--- config.mk ---
export PLATFORM = sky130hd
export DESIGN_NAME = mem_ttw_rsp
export DESIGN_NICKNAME = d
export VERILOG_FILES = /design/src/rtl/mem_ttw_pkg.sv /design/src/rtl/mem_ttw_lfsr.sv /design/src/rtl/mem_ttw_rsp.sv
export SDC_FILE = /design/constraint.sdc
export NUM_CORES = 1
export LEC_CHECK = 0
export CAP_MARGIN = 5
export CORE_AREA = 2 2 226 228
export CTS_CLUSTER_DIAMETER = 150
export DETAILED_ROUTE_END_ITERATION = 7
export DIE_AREA = 0 0 228 230
export HOLD_SLACK_MARGIN = 0.05
export SKIP_CTS_REPAIR_TIMING = 1
export SKIP_LAST_GASP = 1
export SLEW_MARGIN = 40
export SYNTH_ARGS = -nofsm -noshare
export SYNTH_HDL_FRONTEND = slang
export SYNTH_SLANG_ARGS = --single-unit
--- constraint.sdc ---
create_clock -name clock -period 3.6 [get_ports clock]
set_input_delay 0.9 -clock clock [delete_from_list [all_inputs] [get_ports clock]]
set_output_delay 0.9 -clock clock [all_outputs]
set_load 0.1 [all_outputs]
--- src/rtl/mem_ttw_pkg.sv ---
// mem_ttw_pkg: sizing, entry type and line generator shared by mem_ttw_rsp and its sub-blocks
package mem_ttw_pkg;
  localparam int TTW_W = 2;
  localparam int MCN_W = 58;
  localparam int DEPTH = 4;
  localparam int LAT = 8;
  localparam int PTR_W = $clog2(DEPTH) + 1;
  localparam int CNT_W = $clog2(LAT) + 1;
  typedef logic [TTW_W-1:0] ttw_t;
  typedef logic [MCN_W-1:0] mcn_t;
  typedef logic [511:0] line_t;
  typedef logic [CNT_W-1:0] cnt_t;
  typedef struct packed {
    logic vld;
    ttw_t idx;
    mcn_t mcn;
    cnt_t cnt;
  } ent_t;
  function automatic line_t gen_line(mcn_t mcn);
    line_t l;
    for (int k = 0; k < 8; k++) l[64*k +: 64] = {3'(k), 3'b000, 58'(mcn)};
    return l;
  endfunction
endpackage

--- src/rtl/mem_ttw_lfsr.sv ---
// mem_ttw_lfsr: 16-bit Fibonacci LFSR (taps 16,14,13,11, seed 16'hACE1); ports clock, reset (sync active-low), lfsr
module mem_ttw_lfsr (
  input  logic        clock,
  input  logic        reset,
  output logic [15:0] lfsr
);
  always_ff @(posedge clock)
    lfsr <= !reset ? 16'hACE1 : {lfsr[14:0], lfsr[15] ^ lfsr[13] ^ lfsr[12] ^ lfsr[10]};
endmodule

--- src/rtl/mem_ttw_rsp.sv ---
// mem_ttw_rsp: fixed-latency in-order line responder for the walker mem_req/mem_res port; clock, reset (sync active-low), mem_req_i_* in, mem_res_o_* out, busy_o; MEM_TTW_RSP_STALL_EN adds LFSR-driven stalls
module mem_ttw_rsp
  import mem_ttw_pkg::*;
(
  input  logic       clock,
  input  logic       reset,
  input  logic       mem_req_i_valid,
  output logic       mem_req_i_ready,
  input  ttw_t       mem_req_i_bits_idx,
  input  mcn_t       mem_req_i_bits_mcn,
  input  logic       mem_res_o_ready,
  output logic       mem_res_o_valid,
  output ttw_t       mem_res_o_bits_idx,
  output line_t      mem_res_o_bits_data,
  output logic       busy_o
);
  ent_t q [DEPTH];
  logic [PTR_W-1:0] rd, wr;
  logic full, empty, push, pop, due;
  ent_t head;
  assign head = q[rd[PTR_W-2:0]];
  assign empty = rd == wr;
  assign full = (rd[PTR_W-1] != wr[PTR_W-1]) && (rd[PTR_W-2:0] == wr[PTR_W-2:0]);
  assign due = head.vld && head.cnt == '0;
`ifdef MEM_TTW_RSP_STALL_EN
  logic [15:0] lfsr;
  logic shown;
  mem_ttw_lfsr u_lfsr (.clock(clock), .reset(reset), .lfsr(lfsr));
  assign mem_req_i_ready = reset && !full && lfsr[0];
  // once offered, a response must stay up regardless of the LFSR
  assign mem_res_o_valid = due && (shown || !lfsr[1]);
  always_ff @(posedge clock)
    shown <= reset && mem_res_o_valid && !mem_res_o_ready;
`else
  assign mem_req_i_ready = reset && !full;
  assign mem_res_o_valid = due;
`endif
  assign push = mem_req_i_valid && mem_req_i_ready;
  assign pop = mem_res_o_valid && mem_res_o_ready;
  assign mem_res_o_bits_idx = mem_res_o_valid ? head.idx : '0;
  assign mem_res_o_bits_data = mem_res_o_valid ? gen_line(head.mcn) : '0;
  assign busy_o = !empty;
  always_ff @(posedge clock)
    if (!reset) begin
      rd <= '0;
      wr <= '0;
      for (int i = 0; i < DEPTH; i++) q[i] <= '0;
    end else begin
      for (int i = 0; i < DEPTH; i++)
        if (q[i].vld && q[i].cnt != '0) q[i].cnt <= q[i].cnt - 1'b1;
      if (pop) begin
        q[rd[PTR_W-2:0]].vld <= 1'b0;
        rd <= rd + 1'b1;
      end
      if (push) begin
        q[wr[PTR_W-2:0]] <= '{vld: 1'b1, idx: mem_req_i_bits_idx, mcn: mem_req_i_bits_mcn, cnt: CNT_W'(LAT - 1)};
        wr <= wr + 1'b1;
      end
    end
endmodule

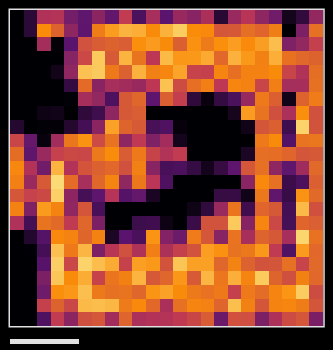
**Above:** placement density heat map.
The bar under the picture is 50 um long. 23 x 23 tiles, from black (low) to pale yellow (high), 0 to 100% covered.
- fullest tile: 92%
- nearly empty tiles: 15%
- emptiest ninth of the die: middle
CORE AREA: 49860 um^2
Pre-Place Util: 31.36%

==> flow_summary.ini <==
; flow metrics
[sta]
layout_setup_ws_ns = 0.1438

[power]
p_switching_mw = 4.702
p_comb_share_pct = 41.4
p_clk_share_pct = 28.3
p_per_area_nw_per_um2 = 478.7
p_int_mw = 7.331
switching_share_pct = 39.08

[critical_path]
end_kind = output port
critPathArrivalTime_ns = 2.56

[floorplan]
dieHeight_um = 230
fp-row-count = 82

[outcome]
outcome = complete, no violations

[yosys]
syn_area_um2 = 15640
top_area_cell = edfxtp_1
ys.flops = 268
yosysWarnings = 0
edf_count = 240
synthCells = 1276
ys_area_um2 = 15640
synth-async-reset-ratio_pct = 0
ys_top_cells_by_area = edfxtp_1 (46%), buf_4 (22%), and2_1 (12%), mux4_2 (8.6%), dfxtp_1 (3.6%)
ys_cells = 1276

[min_path]
hold_class = reg2reg

[drt]
first_pass_iters = 4

[clock_tree]
clock_latency_ns = 0.56
clock_sinks = 268
cts_root_buf = clkbuf_16
cts.path.max_buffers = 3
cts-htree-levels = 1

[run]
maxCapViolCount = 0

[final_layout]
mostFrequentLayoutCells = buf_12 (488), and2_1 (294), edfxtp_1 (240), clkdlybuf4s50_1 (63), mux4_2 (60)
mostFrequentLayoutCell = buf_12
nNetsFinal = 1534
nFillCells = 4110

[global_routing]
grt_pass1_vias = 9389
grt_pass1_wl_mm = 59.20
grt_max_degree = 38

[placed_design]
place.gp.congestion = 0.7379
dp_hpwl_mm = 28.10
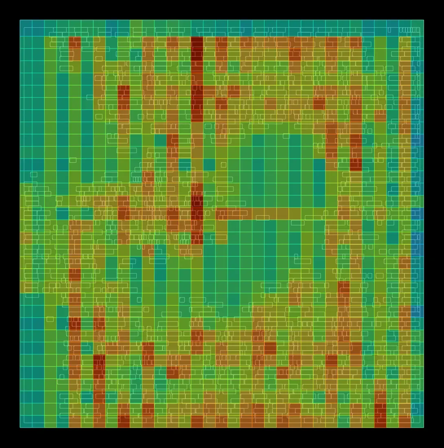
**Above:** routing congestion map.
Final Util: 50.41%
gr busiest metal: met2
GR Util met2: 28.04%

[per-stage QoR]
step | cell area, um^2 | instances | utilization (%) | TNS [ns]
after floorplan | 15780 | 1311 | - | 0
after global placement | 23900 | 2095 | 47.93 | 0
after detailed placement | 23900 | 2095 | 47.93 | 0
after CTS | 25010 | 2152 | 50.15 | -31.65
after global routing | 25140 | 2153 | 50.41 | 0
final | 25140 | 2154 | 50.41 | 0
[final cells by class]
type                            instances  area [um^2]  share of cell area [%]
Antenna cell                            2        5.005                 0.01991
Clock buffer                           36        794.5                   3.161
Clock inverter                         21        311.5                   1.239
Inverter                               15        63.81                  0.2538
Multi-Input combinational cell        523         4347                   17.29
Sequential cell                       268         7775                   30.93
Tap cell                              672        840.8                   3.345
Timing Repair Buffer                  617        11000                   43.76
[critical path: stages, from the launching register on]
cell	delay [ns]
dfxtp_1	0.34
nor4_2	0.32
a221oi_2	0.12
a31o_4	0.25
inv_8	0.14
buf_6	0.19
and2_1	0.14
buf_4	0.25
buf_12	0.21
[synthesized netlist by cell type, types with 2 or more instances]
cell	instances
xor2_1	4
and2_1	303
ha_1	14
clkbuf_2	7
inv_1	14
nand3_1	7
buf_4	455
nand2_1	25
xnor2_2	2
o211ai_1	2
a21boi_0	8
a21oi_1	4
edfxtp_1	240
mux2i_1	3
a31oi_1	3
and3_1	4
o21ai_0	4
xnor2_1	8
buf_2	32
nand2b_1	2
dfxtp_1	28
a21o_1	5
clkbuf_1	9
nor2_1	13
mux4_2	60
[flip-flops by register name (all words and copies together), names as in the netlist, named ones only]
register,cells
q,260
rd,3
wr,3
[how the worst max path moves through the flow]
stage | start | end
floorplan | q[0][0] | mem_res_o_bits_data[113]
global placement | q[2][1] | mem_res_o_bits_data[419]
detailed placement | q[2][1] | mem_res_o_bits_data[25]
CTS | q[2][1] | mem_res_o_bits_data[25]
global route | q[1][0] | mem_res_o_bits_data[412]
finish | q[1][0] | mem_res_o_bits_data[284]
[power groups by stage]
stage	combinational (mW)	clock (mW)	sequential, mW
6_report	4.98	3.40	3.65
5_1_grt	5.11	3.61	3.66
4_1_cts	5.00	3.48	3.65
3_5_place_dp	5.00	0	3.71
3_3_place_gp	4.97	0	3.70
2_1_floorplan	3.56	0	3.70
[per-layer routing]
| metal | part of all wire (%) | wire, um |
|---|---|---|
| met2 | 57 | 22330 |
| met4 | 1.2 | 485 |
| met3 | 6.4 | 2536 |
| met5 | 0.028 | 11 |
| met1 | 36 | 14160 |
[cells by family (layout without fill, tap and decap cells)]
logic type	after synthesis	after routing	share of synthesized area, %
flops	268	268	49.67
simple gates	366	366	14.30
xor+xnor	14	14	0.8801
buf+inv	520	689	23.78
other cells	1	38	0.02398
fa+ha+maj	14	14	1.120
mux	63	63	8.833
compound gates	30	30	1.400
